<file path="src/rtl/amul_pkg.sv">
// Shared constants and helpers for the pipelined unsigned approximate multiplier.
// Used by both the default build and the AMUL_ERR_MON_EN monitor build.
package amul_pkg;

  localparam int ERR_ACC_W = 32;
  localparam int MAX_N     = 32;

  // Row i of the mask occupies bits [i*MAX_N +: MAX_N]; bit j marks partial product x[i]&y[j].
  typedef logic [MAX_N*MAX_N-1:0] mask_t;

  function automatic mask_t comp_mask(input int n, input int k, input int c);
    mask_t m;
    m = '0;
    for (int i = 0; i < k; i++) begin
      for (int j = 0; j < n; j++) begin
        if (i + j >= c) m[i*MAX_N + j] = 1'b1;
      end
    end
    return m;
  endfunction

  function automatic logic [ERR_ACC_W-1:0] sat_add(input logic [ERR_ACC_W-1:0] a,
                                                   input logic [ERR_ACC_W-1:0] b);
    logic [ERR_ACC_W:0] s;
    s = {1'b0, a} + {1'b0, b};
    return s[ERR_ACC_W] ? '1 : s[ERR_ACC_W-1:0];
  endfunction

endpackage

</file>
<file path="src/rtl/amul_comp_sum.sv">
// Combinational sum of the partial-product bits kept in the approximated low rows.
// Only bits with row+column >= C in rows below K contribute; each is summed exactly.
module amul_comp_sum
  import amul_pkg::*;
#(
  parameter int N = 8,
  parameter int K = 2,
  parameter int C = 7
) (
  input  logic [N-1:0]   x,
  input  logic [N-1:0]   y,
  output logic [2*N-1:0] comp
);

  localparam mask_t MASK = comp_mask(N, K, C);

  // Rows at or above K have an all-zero mask, so they fold away to constants.
  always_comb begin
    comp = '0;
    for (int i = 0; i < N; i++) begin
      for (int j = 0; j < N; j++) begin
        comp = comp + ({{(2*N-1){1'b0}}, MASK[i*MAX_N + j] & x[i] & y[j]} << (i + j));
      end
    end
  end

endmodule

</file>
<file path="src/rtl/unsigned_approx_mul_pipe.sv">
// Two-stage valid/ready pipelined unsigned multiplier with truncated low rows.
// Define AMUL_ERR_MON_EN to add an exact shadow datapath and a saturating error accumulator.
module unsigned_approx_mul_pipe
  import amul_pkg::*;
#(
  parameter int WIDTH      = 8,
  parameter int TRUNC_ROWS = 2,
  parameter int KEEP_COL   = 7
) (
  input  logic                 clk,
  input  logic                 rst_n,
  input  logic                 in_valid,
  output logic                 in_ready,
  input  logic [WIDTH-1:0]     x,
  input  logic [WIDTH-1:0]     y,
  output logic                 out_valid,
  input  logic                 out_ready,
  output logic [2*WIDTH-1:0]   z
`ifdef AMUL_ERR_MON_EN
  ,
  input  logic                 err_clr,
  output logic [ERR_ACC_W-1:0] err_acc
`endif
);

  localparam int PW = 2 * WIDTH;

  // Handshake: a transfer happens on a side exactly when valid && ready on that side.
  // in_ready never looks at in_valid; it only depends on stage occupancy and out_ready.
  logic          s1_valid;
  logic          s2_valid;
  logic [PW-1:0] s1_hi;
  logic [PW-1:0] s1_comp;
  logic [PW-1:0] hi_c;
  logic [PW-1:0] comp_c;
  logic [PW-1:0] z_c;
  logic          in_xfer;
  logic          s2_load;

  assign s2_load   = s1_valid && (!s2_valid || out_ready);
  assign in_ready  = !s1_valid || s2_load;
  assign in_xfer   = in_valid && in_ready;
  assign out_valid = s2_valid;

  assign hi_c = PW'(y) * PW'(x >> TRUNC_ROWS);
  assign z_c  = (s1_hi << TRUNC_ROWS) + s1_comp;

  amul_comp_sum #(
    .N(WIDTH),
    .K(TRUNC_ROWS),
    .C(KEEP_COL)
  ) u_comp (
    .x   (x),
    .y   (y),
    .comp(comp_c)
  );

  always_ff @(posedge clk or negedge rst_n) begin
    if (!rst_n) begin
      s1_valid <= 1'b0;
      s1_hi    <= '0;
      s1_comp  <= '0;
    end else if (in_xfer) begin
      s1_valid <= 1'b1;
      s1_hi    <= hi_c;
      s1_comp  <= comp_c;
    end else if (s2_load) begin
      s1_valid <= 1'b0;
    end
  end

  // z only changes on a load, so it holds steady while out_ready is low.
  always_ff @(posedge clk or negedge rst_n) begin
    if (!rst_n) begin
      s2_valid <= 1'b0;
      z        <= '0;
    end else if (s2_load) begin
      s2_valid <= 1'b1;
      z        <= z_c;
    end else if (out_ready) begin
      s2_valid <= 1'b0;
    end
  end

`ifdef AMUL_ERR_MON_EN
  localparam int DW = (PW > ERR_ACC_W) ? PW : ERR_ACC_W;

  logic [PW-1:0]        s1_exact;
  logic [PW-1:0]        s2_exact;
  logic [DW-1:0]        diff_w;
  logic [ERR_ACC_W-1:0] err_inc;
  logic                 out_xfer;

  assign out_xfer = s2_valid && out_ready;
  assign diff_w   = DW'(s2_exact - z);
  assign err_inc  = (diff_w > DW'({ERR_ACC_W{1'b1}})) ? '1 : diff_w[ERR_ACC_W-1:0];

  always_ff @(posedge clk or negedge rst_n) begin
    if (!rst_n) begin
      s1_exact <= '0;
      s2_exact <= '0;
    end else begin
      if (in_xfer) s1_exact <= PW'(x) * PW'(y);
      if (s2_load) s2_exact <= s1_exact;
    end
  end

  // A clear that coincides with a transfer keeps only that transfer's error.
  always_ff @(posedge clk or negedge rst_n) begin
    if (!rst_n) begin
      err_acc <= '0;
    end else if (err_clr) begin
      err_acc <= out_xfer ? err_inc : '0;
    end else if (out_xfer) begin
      err_acc <= sat_add(err_acc, err_inc);
    end
  end
`endif

endmodule

</file>
<file path="config.mk">
export PLATFORM = sky130hd
export DESIGN_NAME = unsigned_approx_mul_pipe
export DESIGN_NICKNAME = d
export VERILOG_FILES = /design/src/rtl/amul_pkg.sv /design/src/rtl/amul_comp_sum.sv /design/src/rtl/unsigned_approx_mul_pipe.sv
export SDC_FILE = /design/constraint.sdc
export NUM_CORES = 1
export LEC_CHECK = 0
export CORE_MARGIN = 2
export CORE_UTILIZATION = 55
export CTS_CLUSTER_SIZE = 12
export DETAILED_ROUTE_END_ITERATION = 7
export GPL_ROUTABILITY_DRIVEN = 0
export HOLD_SLACK_MARGIN = 0.15
export PLACE_DENSITY = 0.79
export SYNTH_ARGS = -nofsm -noshare
export SYNTH_HDL_FRONTEND = slang
export SYNTH_SLANG_ARGS = --single-unit
</file>
<file path="constraint.sdc">
create_clock -name clk -period 1.9 [get_ports clk]
set_clock_uncertainty 0.1 [all_clocks]
set_input_delay 0.475 -clock clk [delete_from_list [all_inputs] [get_ports clk]]
set_output_delay 0.475 -clock clk [all_outputs]
set_load 0.03 [all_outputs]
</file>
**Run 1: congestion heat map**

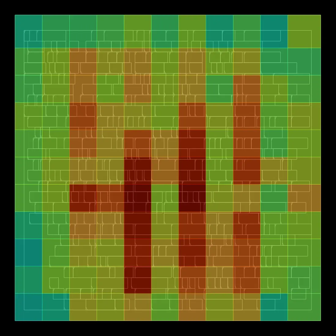
post-DR wirelength/cell: 16.1 um
met3 usage: 4.19%

**Run 1: placed cells, one color a class**

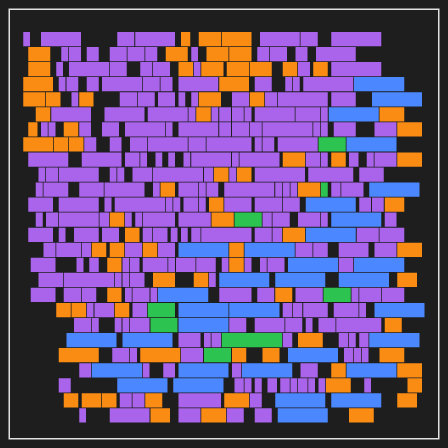
[purple] all other logic | cells: 261 | share of their area: 58%
[blue] flip-flops | cells: 33 | share of their area: 20%
[orange] other buffers and delay cells | cells: 78 | share of their area: 19%
[green] clock drivers and dummy loads | cells: 8 | share of their area: 2.9%
design area: 4160 um^2
utilization after layout: 80.9%

**Run 1: local utilization**

8 x 8 tiles, from black (low) to pale yellow (high), 0 to 100% covered.
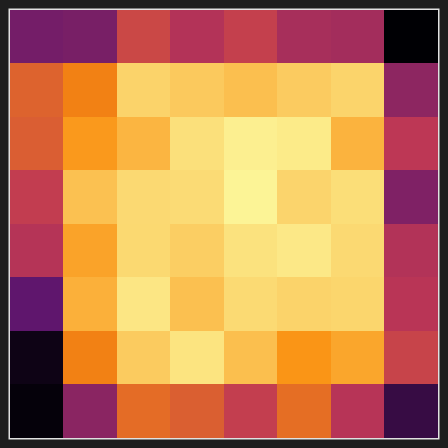
mean over tiles: 68%
tiles over 75% full: 53%
fullest tile: 98%
densest ninth of the die: center
emptiest ninth of the die: lower left
nearly empty tiles: 3.1%
starting density of the core: 57.5%
core area: 5140 um^2

==> results.txt, run 1 <==
Outcome -> finished with violations
Failing checks -> negative setup slack
Main flop type after synthesis -> dfrtp_1
TAP cells -> 70
Post-CTS Hold Fix Bufs -> 0
Switch Pwr -> 0.00175 W
Num CTS Buffers -> 5
Ys cells -> 303
Worst setup path endpoint -> s1_hi[10]
CTS Sinks -> 33
# setup viols final -> 11
Cycle use final -> 179%
Largest net degree at the start of global routing -> 34
Placed cell count -> 434
Met2 wire length -> 3830 um
Post-synthesis cell count -> 303
Crit path largest cell delay -> 0.52 ns
Worst reg2reg endpoint -> z[13]
Most frequent cells in the layout -> nand2_1 (35), buf_4 (34), dfrtp_1 (33), inv_1 (27), and2_1 (25)
Adders+Majority by Area -> 29.0%
Clock-pin transition on the worst setup and hold timing paths -> 0.07 ns
Fraction of registers with async set/reset -> 100%
Critical path's most frequent cell -> fa_1
Clk pwr share -> 15.7%
Inverters -> 35
CLK BUF -> 7
Drc violations -> 0
Min-delay src -> z[10]
Resized cells post-CTS -> 105
DR WL met3 -> 180 um
Met2 track utilization from global routing -> 43.9%
CP Buf/Inv Count -> 4
DR top layer -> met4
P_seq -> 0.00114 W
Setup ws final -> -1.50 ns
Multi-input gate share of total cell area -> 53.6%
Tot Pwr -> 0.00436 W
H-tree Lvls -> 2
P_int -> 0.00260 W
First-pass GRT wire length -> 11,700 um
Max-cap violations -> 0
WL final -> 7230 um
**Run 1: where the registers sit**

Other sequential cells in the stronger gray, the rest of the logic in the fainter gray.
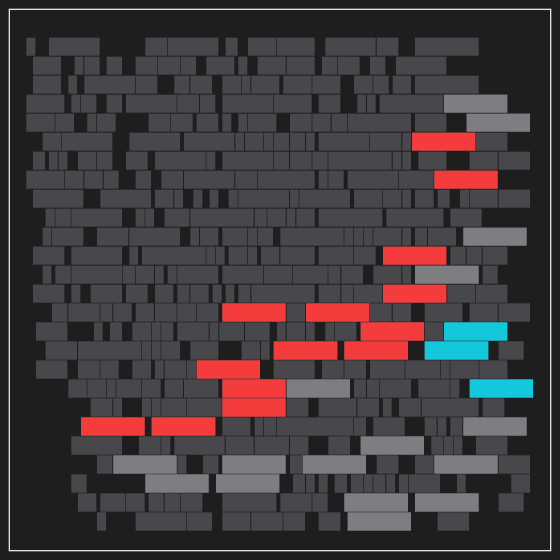

--- run 2 (diff from run 1) ---
--- a/config.mk
+++ b/config.mk
@@ -5,6 +5,7 @@
 export SDC_FILE = /design/constraint.sdc
 export NUM_CORES = 1
 export LEC_CHECK = 0
+export ABC_AREA = 1
 export CORE_MARGIN = 2
 export CORE_UTILIZATION = 55
 export CTS_CLUSTER_SIZE = 12
@@ -12,6 +13,7 @@
 export GPL_ROUTABILITY_DRIVEN = 0
 export HOLD_SLACK_MARGIN = 0.15
 export PLACE_DENSITY = 0.79
+export SLEW_MARGIN = 20
 export SYNTH_ARGS = -nofsm -noshare
 export SYNTH_HDL_FRONTEND = slang
 export SYNTH_SLANG_ARGS = --single-unit
**Run 2: where the registers sit**

Other sequential cells in the stronger gray, the rest of the logic in the fainter gray.
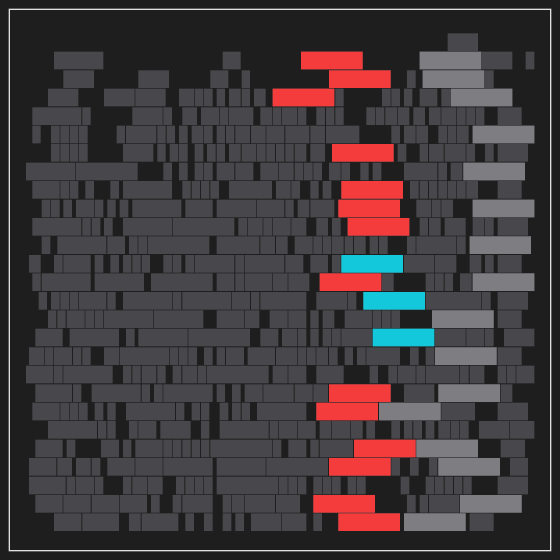
[red] `s1_hi` | sequential cells: 14
[cyan] `s1_comp` | sequential cells: 3
not colored: 16
utilization after layout: 78.3%
flop share of the area: 19.1%

==> results.txt, run 2 <==
Placed cell count -> 563 (+30%)
Crit path largest cell delay -> 0.54 ns (+0.02 ns)
P_int -> 0.00256 W (-1.7%)
Main flop type after synthesis -> dfrtp_1
Post-CTS Hold Fix Bufs -> 0 (unchanged)
Met2 wire length -> 3850 um (+0.47%)
Outcome -> finished with violations
Post-DR wirelength/cell -> 12.3 um (-23%)
P_seq -> 0.00110 W (-4%)
Inverters -> 101 (+190%)
FF-to-FF setup slack -> 0.10 ns
Crit path launch -> y[4]
Yosys top cell area share -> 26.3%
Post-synthesis cell count -> 437 (+44%)
DR WL met3 -> 249 um (+38%)
Met3 usage -> 2.71% (-1.5 points)
Simple-Gate Area Share -> 26.4%
Drc violations -> 0 (unchanged)
Largest net degree at the start of global routing -> 34 (unchanged)
# setup viols final -> 11 (unchanged)
Max-cap violations -> 0 (unchanged)
Adders+Majority by Area -> 27.4% (-1.7 points)
First-pass GRT wire length -> 12,100 um (+3.6%)
Most frequent cells in the layout -> nand2_1 (140), inv_1 (78), buf_4 (34), dfrtp_1 (33), fa_1 (25)
Failing checks -> negative setup slack
Clk pwr share -> 11.2% (-4.5 points)
CTS Sinks -> 33 (unchanged)
WL final -> 7180 um (-0.75%)
Setup ws final -> -1.26 ns (+0.241 ns)
Fraction of registers with async set/reset -> 100% (unchanged)
Multi-input gate share of total cell area -> 50.3% (-3.3 points)
Resized cells post-CTS -> 127 (+21%)
Biggest regs -> s1_hi (14), z (14), s1_comp (3)
Min-delay src -> z[4]
TAP cells -> 72 (+2.9%)
Tot Pwr -> 0.00452 W (+3.8%)
Height of the die -> 79.5 um
Worst setup path endpoint -> s1_hi[12]
Met2 track utilization from global routing -> 46.1% (+2.1 points)
Clock-pin transition on the worst setup and hold timing paths -> 0.06 ns (about the same)
Cycle use final -> 166% (-13 points)
CLK BUF -> 7 (unchanged)
Class of the worst hold path -> reg -> reg
Core area -> 5510 um^2 (+7.1%)
Ys cells -> 437 (+44%)
Worst reg2reg endpoint -> z[13]
DR top layer -> met4
CP Buf/Inv Count -> 3 (-1)
Leading cell types by count after synthesis -> nand2_1 (165), inv_1 (99), dfrtp_1 (33)
H-tree Lvls -> 2 (unchanged)
**Run 2: drive-strength map**

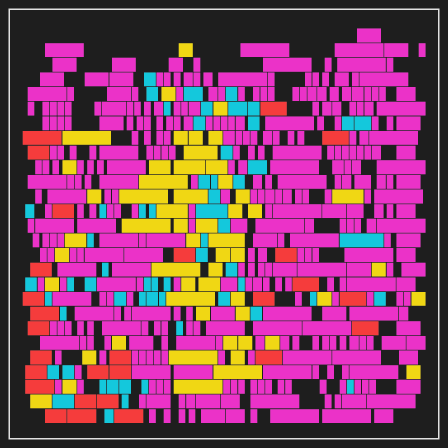
[yellow] drive 3 to 4 | cells: 55 | share: 11%
[magenta] drive 1 or less | cells: 369 | share: 72%
[cyan] drive 2 | cells: 58 | share: 11%
[red] drive 6 and up | cells: 27 | share: 5.3%
design area: 4310 um^2
number of non-clock buffers: 78
setup ws final: -1.26 ns

**Run 2: local utilization**

8 x 8 tiles, from black (low) to pale yellow (high), 0 to 100% covered.
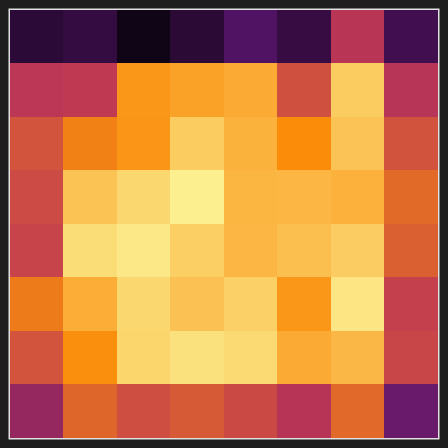

--- run 3 (diff from run 2) ---
--- a/config.mk
+++ b/config.mk
@@ -6,9 +6,10 @@
 export NUM_CORES = 1
 export LEC_CHECK = 0
 export ABC_AREA = 1
+export CORE_ASPECT_RATIO = 2
 export CORE_MARGIN = 2
 export CORE_UTILIZATION = 55
-export CTS_CLUSTER_SIZE = 12
+export CTS_CLUSTER_SIZE = 25
 export DETAILED_ROUTE_END_ITERATION = 7
 export GPL_ROUTABILITY_DRIVEN = 0
 export HOLD_SLACK_MARGIN = 0.15
**Run 3: local utilization**

6 x 11 tiles, from black (low) to pale yellow (high), 0 to 100% covered.
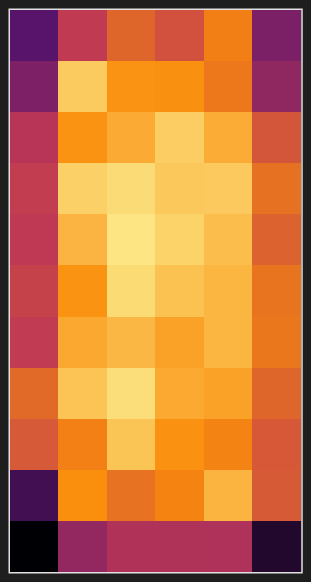
emptiest ninth of the die: lower left
fullest tile: 94%
nearly empty tiles: 1.5%
densest ninth of the die: center
core area: 5610 um^2
starting density of the core: 55.9%
utilization after layout: 77.6%

==> results.txt, run 3 <==
# setup viols final -> 11 (unchanged)
TAP cells -> 61 (-15%)
Max-cap violations -> 0 (unchanged)
First-pass GRT wire length -> 12,700 um (+4.2%)
Post-DR wirelength/cell -> 13.7 um (+11%)
Biggest regs -> s1_hi (14), z (14), s1_comp (3)
Clock-pin transition on the worst setup and hold timing paths -> 0.05 ns (about the same)
CLK BUF -> 6 (-1)
Multi-input gate share of total cell area -> 50.8% (+0.50 points)
Failing checks -> negative setup slack
Leading cell types by count after synthesis -> nand2_1 (165), inv_1 (99), dfrtp_1 (33)
Crit path largest cell delay -> 0.54 ns (about the same)
Outcome -> finished with violations
Resized cells post-CTS -> 111 (-13%)
Worst reg2reg endpoint -> z[13]
Crit path launch -> x[3]
Adders+Majority by Area -> 27.4% (unchanged)
Cycle use final -> 167% (+0.29 points)
Simple-Gate Area Share -> 26.4% (unchanged)
Class of the worst hold path -> reg -> reg
Drc violations -> 0 (unchanged)
Met3 usage -> 4.08% (+1.4 points)
Number of non-clock buffers -> 74 (-5.1%)
Design area -> 4350 um^2 (+0.96%)
Post-CTS Hold Fix Bufs -> 0 (unchanged)
Clk pwr share -> 15.7% (+4.5 points)
Met2 track utilization from global routing -> 45.7% (-0.37 points)
Placed cell count -> 552 (-2.0%)
Fraction of registers with async set/reset -> 100% (unchanged)
WL final -> 7770 um (+8.2%)
H-tree Lvls -> 2 (unchanged)
Most frequent cells in the layout -> nand2_1 (140), inv_1 (84), buf_4 (33), dfrtp_1 (33), fa_1 (24)
CP Buf/Inv Count -> 5 (+2)
Min-delay src -> s1_hi[3]
Setup ws final -> -1.27 ns (-0.00555 ns)
**Run 3: where the registers sit**

Other sequential cells in the stronger gray, the rest of the logic in the fainter gray.
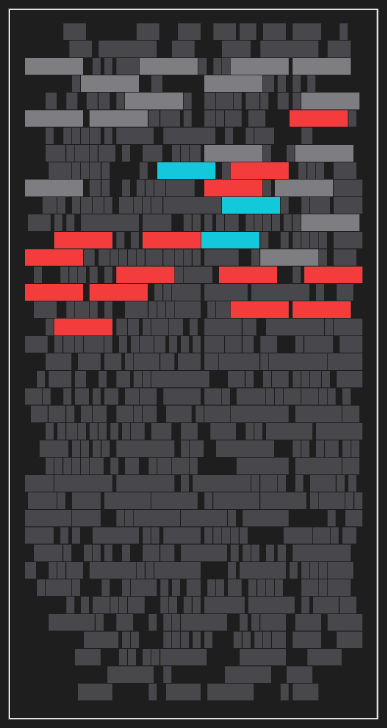
[cyan] `s1_comp` | sequential cells: 3
[red] `s1_hi` | sequential cells: 14
not colored: 16
P_seq: 0.00112 W
Flop area: 826 um^2
flop share of the area: 19.0%

Power is estimated from default activity; no workload was simulated.
